File: src/rtl/nn_pkg.sv
// Shared types and helpers for the fully connected layer datapath.
package nn_pkg;

   localparam int unsigned DATA_W    = 16;
   localparam int unsigned FRAC_BITS = 15;
   // Width of the value handed to sat_q15; callers sign-extend their accumulator up to it.
   localparam int unsigned SAT_IN_W  = 64;

   typedef enum logic [2:0] {
      StIdle,
      StClear,
      StAccum,
      StDrain,
      StFinal,
      StEmit,
      StDone
   } state_e;

   // Rescale a Q2.30-aligned sum to Q1.15 (floor) and clamp to the 16-bit signed range.
   function automatic logic [DATA_W-1:0] sat_q15(input logic signed [SAT_IN_W-1:0] s);
      logic signed [SAT_IN_W-1:0] q;
      q = s >>> FRAC_BITS;
      if (q > 64'sd32767) begin
         return 16'h7FFF;
      end else if (q < -64'sd32768) begin
         return 16'h8000;
      end else begin
         return DATA_W'(q);
      end
   endfunction

endpackage

File: src/rtl/mac_unit.sv
// Shared multiply-accumulate datapath: product, accumulator, bias latch, rescale and saturate.
// Define RELU_EN to clamp negative results to zero (hidden layers).
module mac_unit
   import nn_pkg::*;
#(
   parameter int unsigned ACC_WIDTH = 42
) (
   input  logic              clk,
   input  logic              rst,
   input  logic              clear,
   input  logic              acc_en,
   input  logic              bias_en,
   input  logic              load,
   input  logic [DATA_W-1:0] in_data,
   input  logic [DATA_W-1:0] w_data,
   input  logic [DATA_W-1:0] b_data,
   output logic [DATA_W-1:0] result
);

   logic signed [2*DATA_W-1:0]  prod;
   logic signed [ACC_WIDTH-1:0] prod_ext;
   logic signed [ACC_WIDTH-1:0] bias_ext;
   logic signed [ACC_WIDTH-1:0] sum;
   logic signed [ACC_WIDTH-1:0] acc_q, acc_d;
   logic [DATA_W-1:0]           bias_q, bias_d;
   logic [DATA_W-1:0]           result_q, result_d;
   logic [DATA_W-1:0]           sat;

   always_comb begin
      prod     = $signed(in_data) * $signed(w_data);
      prod_ext = {{(ACC_WIDTH-2*DATA_W){prod[2*DATA_W-1]}}, prod};
      bias_ext = {{(ACC_WIDTH-DATA_W){bias_q[DATA_W-1]}}, bias_q};
      sum      = acc_q + (bias_ext <<< FRAC_BITS);
      sat      = sat_q15({{(SAT_IN_W-ACC_WIDTH){sum[ACC_WIDTH-1]}}, sum});
`ifdef RELU_EN
      if (sat[DATA_W-1]) begin
         sat = '0;
      end
`endif

      acc_d = acc_q;
      if (clear) begin
         acc_d = '0;
      end else if (acc_en) begin
         acc_d = acc_q + prod_ext;
      end

      bias_d = bias_q;
      if (clear) begin
         bias_d = '0;
      end else if (bias_en) begin
         bias_d = b_data;
      end

      result_d = load ? sat : result_q;
   end

   always_ff @(posedge clk) begin
      if (rst) begin
         acc_q    <= '0;
         bias_q   <= '0;
         result_q <= '0;
      end else begin
         acc_q    <= acc_d;
         bias_q   <= bias_d;
         result_q <= result_d;
      end
   end

   assign result = result_q;

endmodule

File: src/rtl/layer_sequencer.sv
// Time-multiplexed controller for one fully connected layer: FSM, counters, address
// generation and output handshake around a shared mac_unit (RELU_EN selects ReLU output).
module layer_sequencer
   import nn_pkg::*;
#(
   parameter int unsigned INPUT_SIZE  = 784,
   parameter int unsigned NUM_NEURONS = 16,
   parameter int unsigned ADDR_WIDTH  = 10,
   parameter int unsigned ACC_WIDTH   = 42,
   localparam int unsigned NW         = $clog2(NUM_NEURONS),
   localparam int unsigned WAW        = $clog2(INPUT_SIZE * NUM_NEURONS)
) (
   input  logic                  clk,
   input  logic                  rst,
   input  logic                  start,
   output logic                  busy,
   output logic                  done,
   output logic [ADDR_WIDTH-1:0] in_addr,
   input  logic [DATA_W-1:0]     in_data,
   output logic [WAW-1:0]        w_addr,
   input  logic [DATA_W-1:0]     w_data,
   output logic [NW-1:0]         b_addr,
   input  logic [DATA_W-1:0]     b_data,
   output logic                  out_valid,
   input  logic                  out_ready,
   output logic [DATA_W-1:0]     out_data,
   output logic [NW-1:0]         out_idx
);

   state_e                state_q, state_d;
   logic [NW-1:0]         n_q, n_d;
   logic [ADDR_WIDTH-1:0] k_q, k_d;
   logic [NW-1:0]         out_idx_q, out_idx_d;
   logic                  rd_vld_q, rd_vld_d;
   logic                  mac_clear;
   logic                  acc_en;
   logic                  bias_en;
   logic                  load;

   always_comb begin
      state_d   = state_q;
      n_d       = n_q;
      k_d       = k_q;
      out_idx_d = out_idx_q;
      mac_clear = 1'b0;
      bias_en   = 1'b0;
      load      = 1'b0;
      // Memory data lags the address by one cycle, so accumulate one cycle behind ACCUM.
      rd_vld_d  = (state_q == StAccum);
      acc_en    = rd_vld_q;

      unique case (state_q)
         StIdle: begin
            if (start) begin
               state_d = StClear;
               n_d     = '0;
            end
         end
         StClear: begin
            mac_clear = 1'b1;
            k_d       = '0;
            state_d   = StAccum;
         end
         StAccum: begin
            bias_en = (k_q == '0);
            // k parks on the last index so addresses stay put through DRAIN..EMIT.
            if (k_q == ADDR_WIDTH'(INPUT_SIZE - 1)) begin
               state_d = StDrain;
            end else begin
               k_d = k_q + ADDR_WIDTH'(1);
            end
         end
         StDrain: begin
            state_d = StFinal;
         end
         StFinal: begin
            load      = 1'b1;
            out_idx_d = n_q;
            state_d   = StEmit;
         end
         StEmit: begin
            if (out_ready) begin
               if (n_q == NW'(NUM_NEURONS - 1)) begin
                  state_d = StDone;
               end else begin
                  n_d     = n_q + NW'(1);
                  state_d = StClear;
               end
            end
         end
         StDone: begin
            state_d = StIdle;
         end
         default: begin
            state_d = StIdle;
         end
      endcase
   end

   always_ff @(posedge clk) begin
      if (rst) begin
         state_q   <= StIdle;
         n_q       <= '0;
         k_q       <= '0;
         out_idx_q <= '0;
         rd_vld_q  <= 1'b0;
      end else begin
         state_q   <= state_d;
         n_q       <= n_d;
         k_q       <= k_d;
         out_idx_q <= out_idx_d;
         rd_vld_q  <= rd_vld_d;
      end
   end

   mac_unit #(
      .ACC_WIDTH (ACC_WIDTH)
   ) u_mac (
      .clk     (clk),
      .rst     (rst),
      .clear   (mac_clear),
      .acc_en  (acc_en),
      .bias_en (bias_en),
      .load    (load),
      .in_data (in_data),
      .w_data  (w_data),
      .b_data  (b_data),
      .result  (out_data)
   );

   assign in_addr   = k_q;
   assign w_addr    = WAW'(n_q) * WAW'(INPUT_SIZE) + WAW'(k_q);
   assign b_addr    = n_q;
   assign out_idx   = out_idx_q;
   assign busy      = (state_q != StIdle) && (state_q != StDone);
   assign done      = (state_q == StDone);
   assign out_valid = (state_q == StEmit);

endmodule

File: config.mk
export PLATFORM = sky130hd
export DESIGN_NAME = layer_sequencer
export DESIGN_NICKNAME = d
export VERILOG_FILES = /design/src/rtl/nn_pkg.sv /design/src/rtl/mac_unit.sv /design/src/rtl/layer_sequencer.sv
export SDC_FILE = /design/constraint.sdc
export NUM_CORES = 1
export LEC_CHECK = 0
export CORE_UTILIZATION = 63
export DETAILED_ROUTE_END_ITERATION = 12
export PLACE_DENSITY = 0.94
export SYNTH_ARGS = -nofsm -noshare
export SYNTH_HDL_FRONTEND = slang
export SYNTH_SLANG_ARGS = --single-unit
File: constraint.sdc
create_clock -name clk -period 11.7 [get_ports clk]
set_input_delay 2.34 -clock clk [delete_from_list [all_inputs] [get_ports clk]]
set_output_delay 2.34 -clock clk [all_outputs]
set_load 0.02 [all_outputs]
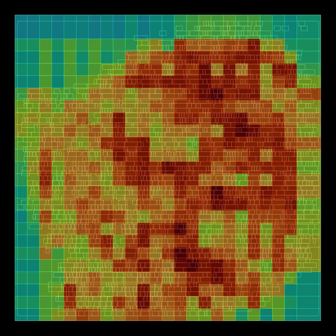
*Congestion heat map, run 1*
WL/cell: 17.9 µm
GRT met2 Usage: 0.576

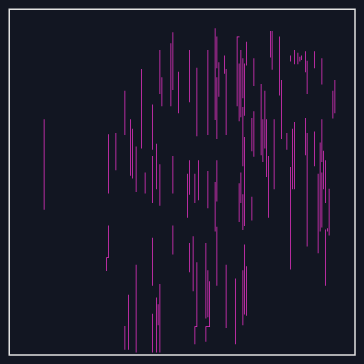
*Met4 routing, run 1*
(2 px per µm)
The layer carries 2590 µm of wire. 100 nets have wire on it. The longest straight run is 56.4 µm.

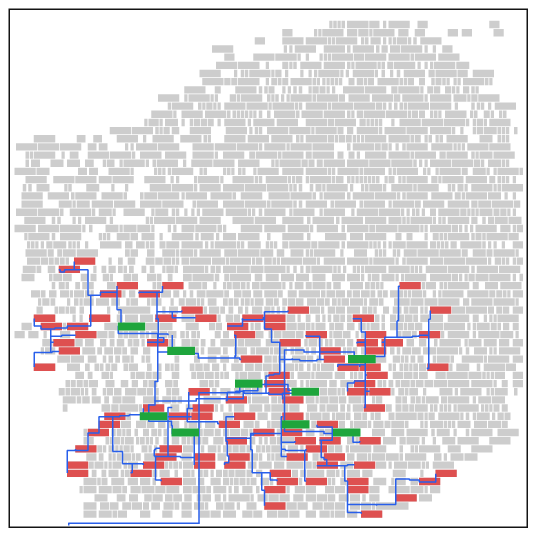
*Routed clock nets over the placement, run 1*
(3 px per µm)
Key: cells driving clock nets = green [count 9]; clock wires = blue [length 1170 µm]; flip-flops = red [count 96]
There are 10 routed clock nets.

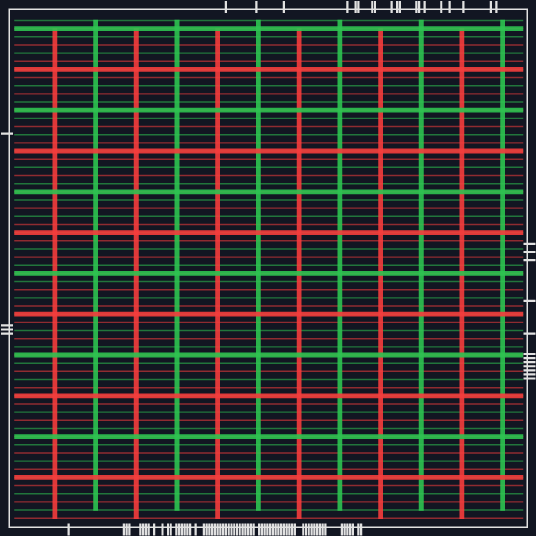
*PDN straps and rails, run 1*
(3 px per µm) Pins as bars on the die edge.
Key: VDD = green; VSS = red
12 straps on met5. 62 met1 rails follow the rows. 12 straps on met4. 103 signal pins sit on the boundary.

-- run 1: placed cells by master, fill, tap and decap left out, types with 29 or more instances in the layout --
cell,instances
mux2i_1,38
o21ai_0,31
a21oi_1,86
and2_1,120
xnor2_1,39
fa_1,340
clkdlybuf4s50_1,102
dfxtp_1,95
nor2_1,133
ha_1,161
a21o_1,29
inv_1,423
nand2_1,185
-- run 1: metrics by stage --
stage | hold WS (ns) | setup WS, ns | util | std cells
after floorplan | 0.445 | 3.31 | - | 2039
after global placement | 0.442 | 2.13 | 0.693 | 2459
after detailed placement | 0.453 | 1.78 | 0.693 | 2459
after CTS | 0.463 | 2.12 | 0.704 | 2475
after global routing | 0.496 | 1.63 | 0.704 | 2475
final | 0.464 | 2.03 | 0.704 | 2475
-- run 1: worst max-delay path: stages --
cell and delay (ns):
clkdlybuf4s50_1 0.76, nand2_1 0.33, inv_1 0.12, fa_1 0.70, inv_1 0.14, fa_1 0.86
fa_1 0.49, inv_1 0.09, fa_1 0.41, fa_1 0.49, inv_1 0.05, fa_1 0.47
inv_1 0.04, ha_1 0.36, nand3_1 0.20, or2_2 0.35, or2_0 0.24, o22ai_1 0.32
o41ai_2 0.19, o21ai_1 0.29, a31oi_1 0.15, or4_1 0.43, o211ai_1 0.12
-- run 1: registers in the layout (all words and copies together), names as in the netlist --
signal,flops
acc_en,1
b_addr,4
u_mac.result,16
u_mac.acc_q,42
out_idx,4
state_q,3
u_mac.bias_q,16
in_addr,10
-- run 1: cell usage after synthesis, drive strengths merged, types with 27 or more instances --
master and count:
inv 424, fa 340, nand2 185, ha 161
nor2 133, and2 120, dfxtp 96, a21oi 86
clkbuf 53, o21ai 40, xnor2 39, mux2i 38
a21o 29, xor2 27
==> qor.txt, run 1 <==
Area of the mapped netlist: 0.0182 mm²
Basic Gates by Area: 0.152
Final setup violation count: 0
Reg2reg setup slack: 5.52 ns
CTS tree: yes
Core Box Area: 0.0282 mm²
GPL Wtd Cong: 0.961
Top-area cell share: 0.373
Comb area: 0.0144 mm²
Final Hold Viols: 0
Overflow after GRT: 0
P&R area growth vs syn: 8.78%
Flop count: 96
Layout clock area frac: 0.0166
Max-slew headroom: 0.354
EDFF count, synth: 0
Min Clock Period, post-route: 9.67 ns
Tool warnings: 29
Metal-1 WL: 15900 µm
Clk Tree Root Cell: clkbuf_16
Crit path kind: primary input to flip-flop
Routing usage on met3: 0.0455
Peak Freq: 103 MHz
Die area: 0.0296 mm²
Nets at Floorplan: 2592
Reg-to-Reg Start: u_mac.acc_q[15]$_SDFFE_PP0P_
Yosys cell types: 69
HPWL after DPL: 36600 µm
Grt met1 use: 0.359
Met3 WL: 2430 µm
Die height: 172 µm
Biggest area cells: fa_1 37%, ha_1 11%, dfxtp_1 11%
CTS Hold Bufs: 0
CTS Buf Count: 9
Outcome: finished clean
Biggest combinational cell group after synthesis: adder cells
Total negative slack: 0 ns
Mux area share: 0.0209
Final Max Slew Viols: 0
Worst hold start: out_idx[1]$_SDFFE_PP0P_
Setup crit start: w_data[1]
Reg2reg path depth: 20
Sequential cell area: 0.00192 mm²
Repair and plain buffers: 110
RR Endpoint: u_mac.acc_q[38]$_SDFFE_PP0P_
Fin Clk Skew: 0.00757 ns
Clock buf count: 11
CTS H-tree lvls: 3
YS warnings: 0
Share of cells above drive strength 1: 0.0224
Fin nets: 2645
Initial Util: 0.647
Post-CTS setup buffer count: 0
Initial antenna violation count: 0
Total GRT Usage: 0.318
### Local utilization, run 1

(1.5 px per µm) 17 x 17 tiles, from white (low) to dark blue (high), 0 to 100% covered.
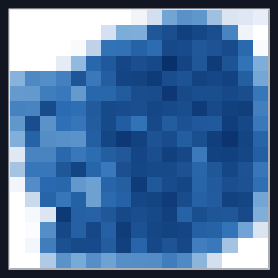

==> run 1 -> run 2 <==
--- a/config.mk
+++ b/config.mk
@@ -5,9 +5,9 @@
 export SDC_FILE = /design/constraint.sdc
 export NUM_CORES = 1
 export LEC_CHECK = 0
-export CORE_UTILIZATION = 63
+export CORE_UTILIZATION = 57
 export DETAILED_ROUTE_END_ITERATION = 12
-export PLACE_DENSITY = 0.94
+export PLACE_DENSITY = 0.91
 export SYNTH_ARGS = -nofsm -noshare
 export SYNTH_HDL_FRONTEND = slang
 export SYNTH_SLANG_ARGS = --single-unit
==> constraint.sdc (replaced) <==
create_clock -name clk -period 8.85 [get_ports clk]
set_input_delay 1.77 -clock clk [delete_from_list [all_inputs] [get_ports clk]]
set_output_delay 1.77 -clock clk [all_outputs]
set_load 0.02 [all_outputs]
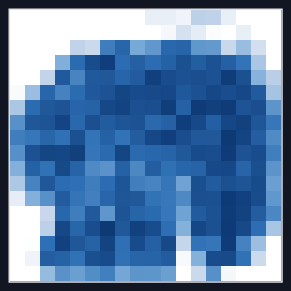
*Local utilization, run 2*
(1.5 px per µm) 18 x 18 tiles, from white (low) to dark blue (high), 0 to 100% covered.
The fullest tile reaches 97%. The mean over all tiles is 60%. 16% of the tiles are nearly empty. The emptiest ninth of the die: north-west.
Core Util, Final: 0.643
Initial Util: 0.579
Core Box Area: 0.0315 mm²

==> run 2 against run 1 <==
Die area rose by 10%; count of clock-buffer cells in the layout fell by 2.
==> qor.txt, run 2 <==
Share of cells above drive strength 1: 0.0466
P&R area growth vs syn: 11.0%
Initial antenna violation count: 0
Post-synth ARST share: 0
Most used cell, CP: fa_1
Cells after Synth: 2039
WL/cell: 17.4 µm
CTS H-tree lvls: 3
Design area: 0.0202 mm²
Top cell excl fill/tap: inv_1
Routing usage on met3: 0.0395
CTS Hold Bufs: 0
Die height: 181 µm
Vias in the first global route: 15918
Fin nets: 2696
Total GRT Usage: 0.284
Seq/Total Area, Yosys: 0.105
Min Clock Period, post-route: 8.57 ns
Post-CTS setup buffer count: 0
Critical Path, Cell by Cell: clkdlybuf4s50_1 > buf_4 > and2_1 > fa_1 > fa_1 > ha_1 > fa_1 > fa_1 > fa_1 > ha_1 > a2111oi_0 > o21ai_1 > a311oi_2 > buf_4 > o22ai_2 > o41ai_4 > o211ai_1 > o31ai_1 > xor2_1 > o22ai_1
GRT met2 Usage: 0.519
Top cell type by instance count after synthesis: inv_1
Total negative slack: 0 ns
Peak Freq: 117 MHz
Max-slew headroom: 0.479
GPL Wtd Cong: 0.968
Overflow after GRT: 0
Crit path kind: primary input to flip-flop
Crit-path slowest cell: clkdlybuf4s50_1
Clock-pin slew on the worst setup and hold paths: 0.07 ns
YS warnings: 0
Register with the most flip-flops: u_mac.acc_q
Final Max Slew Viols: 0
Area of the mapped netlist: 0.0182 mm²
Most common logic cells in the final layout: 423 x inv_1, 340 x fa_1, 185 x nand2_1
Tool warnings: 29
Worst Path Buf+Inv: 3
Fin Hold WS: 0.462 ns
HPWL after DPL: 38400 µm
RSZ-0062 raised after global routing: false
Yosys cell types: 69
Clk Tree Root Cell: clkbuf_16
Drt drc: 0
Comb area: 0.0145 mm²
Grt met1 use: 0.326
Final setup violation count: 0
Final Hold Viols: 0
Nets at Floorplan: 2592
Largest stage delay, worst path: 0.69 ns
Sequential cell area: 0.00192 mm²
Crit path max-delay family: adder cells
Max reg flops: 42
Reg2reg setup slack: 2.84 ns
CTS Buf Count: 9
Final period util: 0.969
Row cnt: 65
Syn Area/Cell: 8.94 µm²
Die area: 0.0327 mm²
Non-filler instance count after layout: 2550
Outcome: finished clean
EDFF count, synth: 0
Commonest cells post-synth: 423 x inv_1, 340 x fa_1, 185 x nand2_1
CTS tree: yes
MaxCap Viol Count: 0
Biggest area cells: fa_1 37%, ha_1 11%, dfxtp_1 11%
# placed instances: 2534
Vias: 14677
Top-area cell share: 0.373
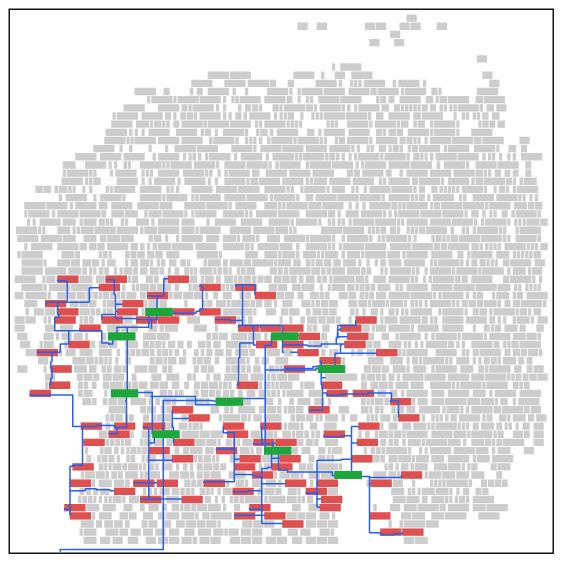
*Routed clock nets over the placement, run 2*
(3 px per µm)
Key: cells driving clock nets = green [count 9]; flip-flops = red [count 96]; clock wires = blue [length 1180 µm]
There are 10 routed clock nets.
clock latency on the worst-skew pair: 0.35 ns
Fin Clk Skew: 0.00909 ns

==> run 2: logic make-up (layout without fill, tap and decap cells) <==
group	after synthesis	in the layout	synth area share
flip-flops	96	96	0.105
AND/OR/NAND/NOR	572	572	0.152
XOR/XNOR	66	66	0.0317
AND-OR/OR-AND	273	273	0.103
adder cells (fa/ha/maj)	501	501	0.484
buffers and inverters	493	602	0.103
multiplexers	38	38	0.0209
==> run 2: routing by layer <==
metal / vias up / share of wire
li1: 6631 / -
met1: 7276 / 0.37
met2: 590 / 0.53
met3: 180 / 0.057
met4: 0 / 0.048
met5: - / 0
==> run 2: per-stage QoR <==
| step | util | setup slack (ns) |
|---|---|---|
| final | 0.643 | 0.276 |
| after global routing | 0.643 | 0.0694 |
| after CTS | 0.643 | 0.283 |
| after detailed placement | 0.633 | -0.0754 |
| after global placement | 0.633 | 0.307 |
| after floorplan | - | 1.03 |
==> run 2: final timing paths <==
path,start,to,cells after the start
worst min register to register,out_idx[0]$_SDFFE_PP0P_,out_idx[0]$_SDFFE_PP0P_,2
worst min-delay path,out_idx[0]$_SDFFE_PP0P_,out_idx[0]$_SDFFE_PP0P_,2
worst max register to register,u_mac.acc_q[15]$_SDFFE_PP0P_,u_mac.acc_q[38]$_SDFFE_PP0P_,20
worst max-delay path,w_data[3],u_mac.acc_q[38]$_SDFFE_PP0P_,20
==> run 2: layout make-up <==
type | count | share of cell area
multi-input cells | 1450 | 0.714
flip-flops and latches | 96 | 0.0950
repair buffers | 161 | 0.0723
clock buffers | 9 | 0.0111
clock inverters | 7 | 0.00402
well taps | 402 | 0.0248
inverters | 425 | 0.0788
